===== src/rtl/rw_mode_scheduler_if.sv =====
// Queue/CAS-side signal bundle for one channel's read/write mode scheduler.
// No storage: pure wiring, zero latency.
// casAllow is the only backpressure: the CAS arbiter must not issue while it is low.
interface rw_mode_scheduler_if #(
  parameter int CW         = 6,
  parameter int RANK_WIDTH = 2
);
  logic [CW-1:0]         rdCount;
  logic [CW-1:0]         wrCount;
  logic [RANK_WIDTH-1:0] nextRdRank;
  logic                  casIssued;
  logic [RANK_WIDTH-1:0] casRank;
  logic                  DQTurnaroundFree;
  logic                  channelMode;
  logic                  rankChanged;
  logic                  casAllow;
  logic                  protocolError;

  // Queue/arbiter side drives occupancy and CAS events, sees the mode decision.
  modport master (
    output rdCount, wrCount, nextRdRank, casIssued, casRank, DQTurnaroundFree,
    input  channelMode, rankChanged, casAllow, protocolError
  );

  // Scheduler side.
  modport slave (
    input  rdCount, wrCount, nextRdRank, casIssued, casRank, DQTurnaroundFree,
    output channelMode, rankChanged, casAllow, protocolError
  );
endinterface


===== src/rtl/rw_mode_scheduler.sv =====
// Channel read/write mode scheduler: picks DQ bus direction from watermarks, burst limit and write age.
// Switch decided combinationally in cycle N, mode flips at the end of N; first CAS in new mode at >= N+3.
// casAllow drops during the switch cycle and turnaround; a CAS issued while it is low flags protocolError.
module rw_mode_scheduler #(
  parameter int QUEUE_DEPTH  = 32,
  parameter int WR_HIGH_WM   = 24,
  parameter int WR_LOW_WM    = 8,
  parameter int MAX_WR_BURST = 16,
  parameter int WR_AGE_MAX   = 255,
  parameter int RANK_WIDTH   = 2,
  localparam int CW          = $clog2(QUEUE_DEPTH + 1)
) (
  input logic               clk,
  input logic               rst,
  rw_mode_scheduler_if.slave sched
);

  localparam int AW = $clog2(WR_AGE_MAX + 1);
  localparam int BW = $clog2(MAX_WR_BURST + 1);

  localparam logic [CW-1:0] HIGH_WM   = CW'(WR_HIGH_WM);
  localparam logic [CW-1:0] LOW_WM    = CW'(WR_LOW_WM);
  localparam logic [AW-1:0] AGE_MAX   = AW'(WR_AGE_MAX);
  localparam logic [BW-1:0] BURST_MAX = BW'(MAX_WR_BURST);

  typedef enum logic [1:0] {
    READ  = 2'd0,
    RD2WR = 2'd1,
    WRITE = 2'd2,
    WR2RD = 2'd3
  } state_t;

  state_t                state;
  logic [1:0]            settle;
  logic [AW-1:0]         wrAge;
  logic [BW-1:0]         wrBurst;
  logic [RANK_WIDTH-1:0] lastWrRank;
  logic                  modeReg;
  logic                  rankChangedReg;
  logic                  protoErrReg;

  logic switchNow;
  logic casAllow;
  logic casAccept;
  logic settleDone;

  // Switch decision from registered state and current queue occupancy; all triggers share one action.
  always_comb begin
    switchNow = 1'b0;
    case (state)
      READ:    switchNow = (sched.wrCount >= HIGH_WM) ||
                           (wrAge >= AGE_MAX) ||
                           ((sched.rdCount == '0) && (sched.wrCount != '0));
      WRITE:   switchNow = (sched.rdCount != '0) &&
                           ((sched.wrCount <= LOW_WM) ||
                            (wrBurst >= BURST_MAX) ||
                            (sched.wrCount == '0));
      default: switchNow = 1'b0;
    endcase
  end

  assign casAllow  = ((state == READ) || (state == WRITE)) && sched.DQTurnaroundFree && !switchNow;
  assign casAccept = sched.casIssued && casAllow;
  // Settle reaches zero on this edge, so the active state is entered no earlier than N+3.
  assign settleDone = (settle <= 2'd1);

  // Mode FSM with registered outputs, turnaround settle timer and write age/burst bookkeeping.
  always_ff @(posedge clk or negedge rst) begin
    if (!rst) begin
      state          <= READ;
      settle         <= 2'd0;
      wrAge          <= '0;
      wrBurst        <= '0;
      lastWrRank     <= '0;
      modeReg        <= 1'b0;
      rankChangedReg <= 1'b0;
      protoErrReg    <= 1'b0;
    end else begin
      if (sched.casIssued && !casAllow) begin
        protoErrReg <= 1'b1;
      end
      case (state)
        READ: begin
          if (sched.wrCount == '0) begin
            wrAge <= '0;
          end else if (wrAge < AGE_MAX) begin
            wrAge <= wrAge + 1'b1;
          end
          if (switchNow) begin
            state          <= RD2WR;
            settle         <= 2'd2;
            modeReg        <= 1'b1;
            rankChangedReg <= 1'b0;
            wrBurst        <= '0;
          end
        end
        RD2WR: begin
          if (settle != 2'd0) begin
            settle <= settle - 2'd1;
          end
          if (settleDone && sched.DQTurnaroundFree) begin
            state <= WRITE;
            wrAge <= '0;
          end else if (sched.wrCount == '0) begin
            wrAge <= '0;
          end
        end
        WRITE: begin
          if (casAccept) begin
            lastWrRank <= sched.casRank;
            if (wrBurst < BURST_MAX) begin
              wrBurst <= wrBurst + 1'b1;
            end
          end
          if (switchNow) begin
            state          <= WR2RD;
            settle         <= 2'd2;
            modeReg        <= 1'b0;
            rankChangedReg <= (sched.nextRdRank != lastWrRank);
            wrAge          <= '0;
          end
        end
        default: begin
          if (settle != 2'd0) begin
            settle <= settle - 2'd1;
          end
          if (sched.wrCount == '0) begin
            wrAge <= '0;
          end
          if (settleDone && sched.DQTurnaroundFree) begin
            state <= READ;
          end
        end
      endcase
    end
  end

  assign sched.channelMode   = modeReg;
  assign sched.rankChanged   = rankChangedReg;
  assign sched.casAllow      = casAllow;
  assign sched.protocolError = protoErrReg;

endmodule


===== src/flat_wrapper.sv =====
// flat-port wrapper written by rule: the top's interface ports become plain ports
module rw_mode_scheduler_flat 
#(
  parameter int QUEUE_DEPTH  = 32,
  parameter int WR_HIGH_WM   = 24,
  parameter int WR_LOW_WM    = 8,
  parameter int MAX_WR_BURST = 16,
  parameter int WR_AGE_MAX   = 255,
  parameter int RANK_WIDTH   = 2,
  localparam int CW          = $clog2(QUEUE_DEPTH + 1)
)
  (clk, rst, sched_rdCount, sched_wrCount, sched_nextRdRank, sched_casIssued, sched_casRank, sched_DQTurnaroundFree, sched_channelMode, sched_rankChanged, sched_casAllow, sched_protocolError);
  rw_mode_scheduler_if #(.CW(6), .RANK_WIDTH(RANK_WIDTH)) sched_i ();
  input logic clk;
  input logic rst;
  input wire logic [$bits(sched_i.rdCount)-1:0] sched_rdCount;
  input wire logic [$bits(sched_i.wrCount)-1:0] sched_wrCount;
  input wire logic [$bits(sched_i.nextRdRank)-1:0] sched_nextRdRank;
  input wire logic [$bits(sched_i.casIssued)-1:0] sched_casIssued;
  input wire logic [$bits(sched_i.casRank)-1:0] sched_casRank;
  input wire logic [$bits(sched_i.DQTurnaroundFree)-1:0] sched_DQTurnaroundFree;
  output wire logic [$bits(sched_i.channelMode)-1:0] sched_channelMode;
  output wire logic [$bits(sched_i.rankChanged)-1:0] sched_rankChanged;
  output wire logic [$bits(sched_i.casAllow)-1:0] sched_casAllow;
  output wire logic [$bits(sched_i.protocolError)-1:0] sched_protocolError;
  assign sched_i.rdCount = sched_rdCount;
  assign sched_i.wrCount = sched_wrCount;
  assign sched_i.nextRdRank = sched_nextRdRank;
  assign sched_i.casIssued = sched_casIssued;
  assign sched_i.casRank = sched_casRank;
  assign sched_i.DQTurnaroundFree = sched_DQTurnaroundFree;
  assign sched_channelMode = sched_i.channelMode;
  assign sched_rankChanged = sched_i.rankChanged;
  assign sched_casAllow = sched_i.casAllow;
  assign sched_protocolError = sched_i.protocolError;
  rw_mode_scheduler #(.QUEUE_DEPTH(QUEUE_DEPTH), .WR_HIGH_WM(WR_HIGH_WM), .WR_LOW_WM(WR_LOW_WM), .MAX_WR_BURST(MAX_WR_BURST), .WR_AGE_MAX(WR_AGE_MAX), .RANK_WIDTH(RANK_WIDTH)) u_core (.clk(clk), .rst(rst), .sched(sched_i));
endmodule

===== config.mk =====
export PLATFORM = sky130hd
export DESIGN_NAME = rw_mode_scheduler_flat
export DESIGN_NICKNAME = d
export VERILOG_FILES = /design/src/rtl/rw_mode_scheduler_if.sv /design/src/rtl/rw_mode_scheduler.sv /design/src/flat_wrapper.sv
export SDC_FILE = /design/constraint.sdc
export NUM_CORES = 1
export LEC_CHECK = 0
export CAP_MARGIN = 15
export CORE_MARGIN = 2
export CORE_UTILIZATION = 49
export DETAILED_ROUTE_END_ITERATION = 7
export GPL_ROUTABILITY_DRIVEN = 0
export PLACE_DENSITY = 0.74
export SYNTH_ARGS = -nofsm -noshare
export SYNTH_HDL_FRONTEND = slang
export SYNTH_SLANG_ARGS = --single-unit

===== constraint.sdc =====
create_clock -name clk -period 5.7 [get_ports clk]
set_clock_uncertainty 0.2 [all_clocks]
set_input_delay 0.855 -clock clk [delete_from_list [all_inputs] [get_ports clk]]
set_output_delay 0.855 -clock clk [all_outputs]
set_load 0.02 [all_outputs]

==> run notes <==
- **Pre-Place Util** 52.5%
- **Fmax** 244 MHz
- **leading cell types in the layout, fill and taps excluded** 23 x sky130_fd_sc_hd__clkdlybuf4s50_1, 22 x sky130_fd_sc_hd__dfrtp_1, 11 x sky130_fd_sc_hd__o21ai_0
- **setup repair after global routing missed its margin** false
- **leakage power** 0.738 nW
- **Via-to-Cell Ratio** 6.14
- **height of the die** 58.8 µm
- **final total negative setup slack** 0 ps
- **type of destination of the critical path** primary output
- **Cell Type Count** 52
- **startpoint of the lowest-slack hold path** u_core.sched.channelMode
- **Req. time, crit path** 4640 ps
- **R2R setup slack** 3200 ps
- **post-route clock period utilization** 72.0%
- **DP Wirelength** 2490 µm
- **global-route congestion overflow total** 0
- **post_cts resized** 0
- **cell area after synthesis** 1470 µm²
- **DRC marker count from the first detailed-route iteration** 60
- **Hold Vio Cnt, Final** 0
- **largest voltage drop on the vdd net** 235 µV
- **run status** complete, but fails checks
- **chip footprint** 3460 µm²
- **input/output buffers** 23
- **wire length of the first global-routing pass** 5220 µm
- **synthesized instance count** 152
- **# Cells Yosys** 152
- **placed cells** 201
- **Floorplan Core Area** 2810 µm²
- **WS Path Type** in -> out
- **clock transition at the registers of the reported paths** 110 ps
- **share of synthesized registers carrying an async set or reset** 100%
- **final layout net count** 203
- **TritonCTS clock tree** yes
- **Die Width** 58.8 µm
- **Registers, synthesis** 22
- **largest fanout on the critical path** 6
- **area growth from synthesis to layout** 17.8%
- **Max clock buf depth** 2
- **count of endpoints failing setup in the final report** 0
- **clock latency on the worst-skew pair** 310 ps
- **cell type with the highest occurrence count on the critical path** sky130_fd_sc_hd__clkdlybuf4s50_1
- **number of antenna violations at the first check in global routing** 0
- **fillers** 236
- **chip area estimate from yosys synthesis** 1470 µm²
- **Min-Delay Path Depth** 1
- **sequence of cells on the critical path** clkdlybuf4s50_1 > or4_4 > nor2_2 > or2_1 > nand4_1 > inv_1 > clkdlybuf4s50_1
- **power density relative to cell area** 384 nW/µm²
- **maximum level of the CTS H-tree** 1
- **post-route DRC violation count** 2
- **worst slew pin tran** 991 ps
- **syn_area_per_cell** 9.70 µm²
- **violated checks** design-rule violations
- **Max-slew headroom** 33.7%
- **register share after synthesis** 37.4%
- **hold endpoint** u_core.sched.channelMode
- **post-CTS setup-driven buffer insertion count** 0
- **# Max-Cap Violations** 0
- **Post-synth EDFFs** 0
- **critical path launch point type** input pin
- **startpoint of the worst register-to-register path** u_core.state[0]
- **DR WL/cell** 15.7 µm
- **number of buffers created by CTS** 3
- **Tightest Hold Check Type** reg -> reg
- **Hold Buf Count CTS** 0
- **category of cells accounting for the largest share of critical-path delay** simple AND/OR/NAND/NOR gates
- **main flop type** sky130_fd_sc_hd__dfrtp_1
- **biggest cell delay along the critical path** 590 ps
- **Antenna diodes** 0
- **global-route usage over all layers** 20.0%
- **Clock Sinks** 22
- **Min Hold Slack** 294 ps
- **Final Max Tran Viols** 0
- **count of warning messages emitted by the tools** 30
- **synthesized net count** 180
- **R2R Path End** u_core.wrBurst[3]
- **slowest CP cell** sky130_fd_sc_hd__clkdlybuf4s50_1
- **yosys warning tally** 0
- **drt pass-1 iters** 6
- **Critical Path AT** 3050 ps
- **fraction of layout cells with a size suffix above 1** 13.9%
- **number of placement rows** 19
- **R2R cell count** 7
- **MI comb area** 861 µm²
- **maximum number of pins on one net before global-route repair** 23
- **crit path time final** 4100 ps
- **root buf cell** sky130_fd_sc_hd__clkbuf_4
- **boundary pin count** 24
- **buffers plus inverters on the worst setup path** 3
- **post-route antenna net violation count** 0
- **via count of the first global-routing pass** 1203
==> cells by family (layout without fill, tap and decap cells) <==
family	after synthesis	after routing	synth area share, %
and+or+nand+nor	49	49	20.0
buffers and inverters	13	34	4.24
AOI/OAI and AO/OA	52	52	26.0
DFF	22	22	37.4
xor gates and xnor gates	3	3	1.78
adders and majority gates	8	8	6.79
muxes	5	5	3.82
==> power by group <==
part,internal [mW],switching (mW)
registers,0.196,0.0279
logic,0.165,0.206
clock network,0.0248,0.0464
total,0.386,0.280
==> routing by layer <==
layer	GRT usage (%)	up-vias	wire [µm]
met5	0	-	0
met1	26.4	597	1530
met2	33.7	32	1470
met4	7.79	0	57
met3	2.20	5	132
li1	-	619	-
==> area by class of cell <==
class / instances / share of cell area (%)
tap: 31 / 2.23
sequential: 22 / 31.7
inverter: 7 / 1.51
clock buffer: 3 / 1.30
timing repair buffer: 24 / 13.7
multi-input combinational: 117 / 49.6
==> worst max path at each step <==
stage | cells after the start | slack, ps | endpoint | start
floorplan | 6 | 2540 | sched_casAllow | sched_rdCount[1]
global placement | 7 | 1620 | sched_casAllow | sched_rdCount[1]
detailed placement | 7 | 1610 | sched_casAllow | sched_rdCount[1]
CTS | 7 | 1610 | sched_casAllow | sched_rdCount[1]
global route | 7 | 1500 | sched_casAllow | sched_rdCount[1]
finish | 7 | 1600 | sched_casAllow | sched_rdCount[1]
==> stage by stage <==
stage	power, mW	setup WS [ps]	cell area (µm²)
floorplan	0.506	2540	1470
global placement	0.585	1620	1710
finish	0.666	1600	1740
global route	0.723	1500	1740
detailed placement	0.598	1610	1710
CTS	0.670	1610	1740
==> cell usage after synthesis (3+ instances only) <==
library cell,count,area (µm²)
sky130_fd_sc_hd__dfrtp_1,22,551
sky130_fd_sc_hd__o21ai_0,11,55.1
sky130_fd_sc_hd__nor2_1,10,37.5
sky130_fd_sc_hd__a21oi_1,9,45.0
sky130_fd_sc_hd__ha_1,8,100
sky130_fd_sc_hd__inv_1,7,26.3
sky130_fd_sc_hd__nand3_1,6,30.0
sky130_fd_sc_hd__nand2_1,5,18.8
sky130_fd_sc_hd__mux2_2,4,45.0
sky130_fd_sc_hd__nand4_1,4,25.0
sky130_fd_sc_hd__o22a_1,4,35.0
sky130_fd_sc_hd__a21o_1,3,22.5
sky130_fd_sc_hd__a31oi_1,3,18.8
sky130_fd_sc_hd__o2bb2ai_1,3,26.3
sky130_fd_sc_hd__or2_2,3,18.8
sky130_fd_sc_hd__or3_1,3,18.8
sky130_fd_sc_hd__xor2_1,3,26.3
==> flip-flops by register name, summed over array words and instances (netlist names) <==
signal                      flops
u_core.wrBurst                  5
u_core.lastWrRank               2
u_core.sched.rankChanged        1
u_core.settle                   2
u_core.sched.protocolError      1
u_core.state                    2
u_core.wrAge                    8
u_core.sched.channelMode        1
==> images/met3.png <==
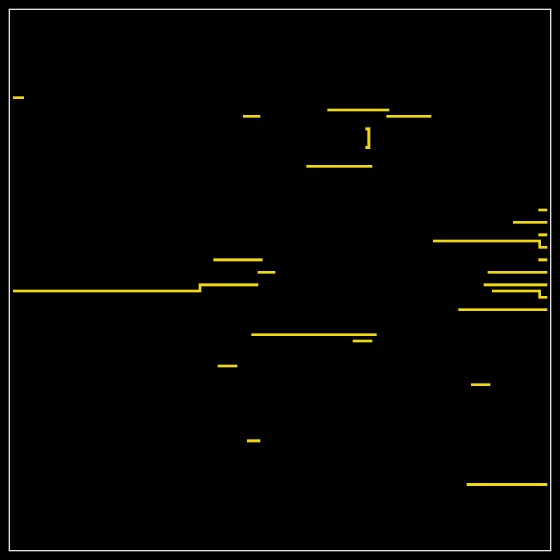
main direction	horizontal
share of all routed wire	4.2%
GRT met3 Usage: 2.20%
total wirelength of the detailed-routed design: 3190 µm
vias after detailed routing: 1253

==> images/registers.png <==
Bar = 20 µm. Other sequential cells in the stronger gray, the rest of the logic in the fainter gray.
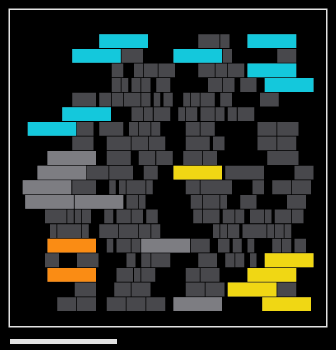
netlist name	color	sequential cells
u_core.wrAge	cyan	8
u_core.lastWrRank	orange	2
u_core.wrBurst	yellow	5
not colored	7
final standard cell utilization of the core: 61.9%
power in sequential cells: 0.224 mW
sequential standard cell area: 551 µm²
sequential fraction of total cell area: 31.7%

==> images/met2.png <==
Bar = 20 µm.
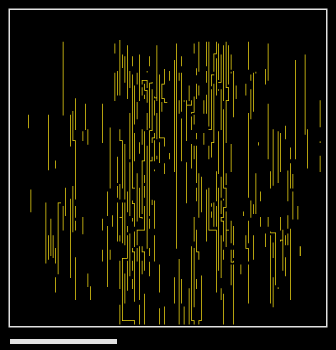
nets with wire on the layer	173
share of all routed wire	46%
wire length on this layer	1470 µm
main direction	vertical
met2 routing resource usage after global routing: 33.7%

==> images/gate_families.png <==
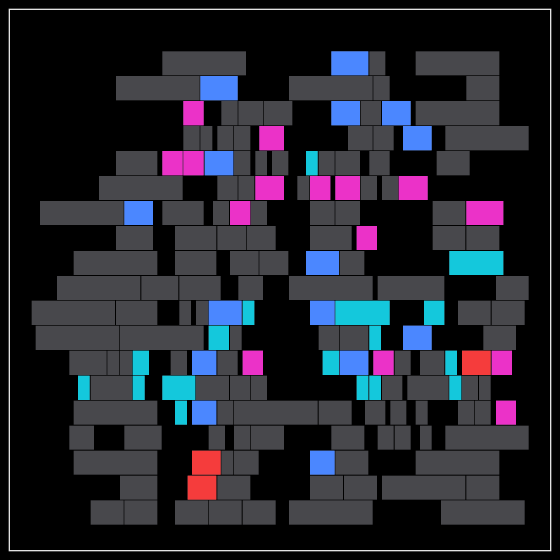
family	color	cells
AND-OR and OR-AND gates	blue	15
XOR/XNOR gates	red	3
AND and OR gates	magenta	15
NOR gates	cyan	17
highest-count logic cell in the final layout: sky130_fd_sc_hd__clkdlybuf4s50_1
Final Non-Filler Cells: 204
logic gate fraction of the total cell area: 49.6%

No activity file was given, so power comes from the tool's default toggle rates.
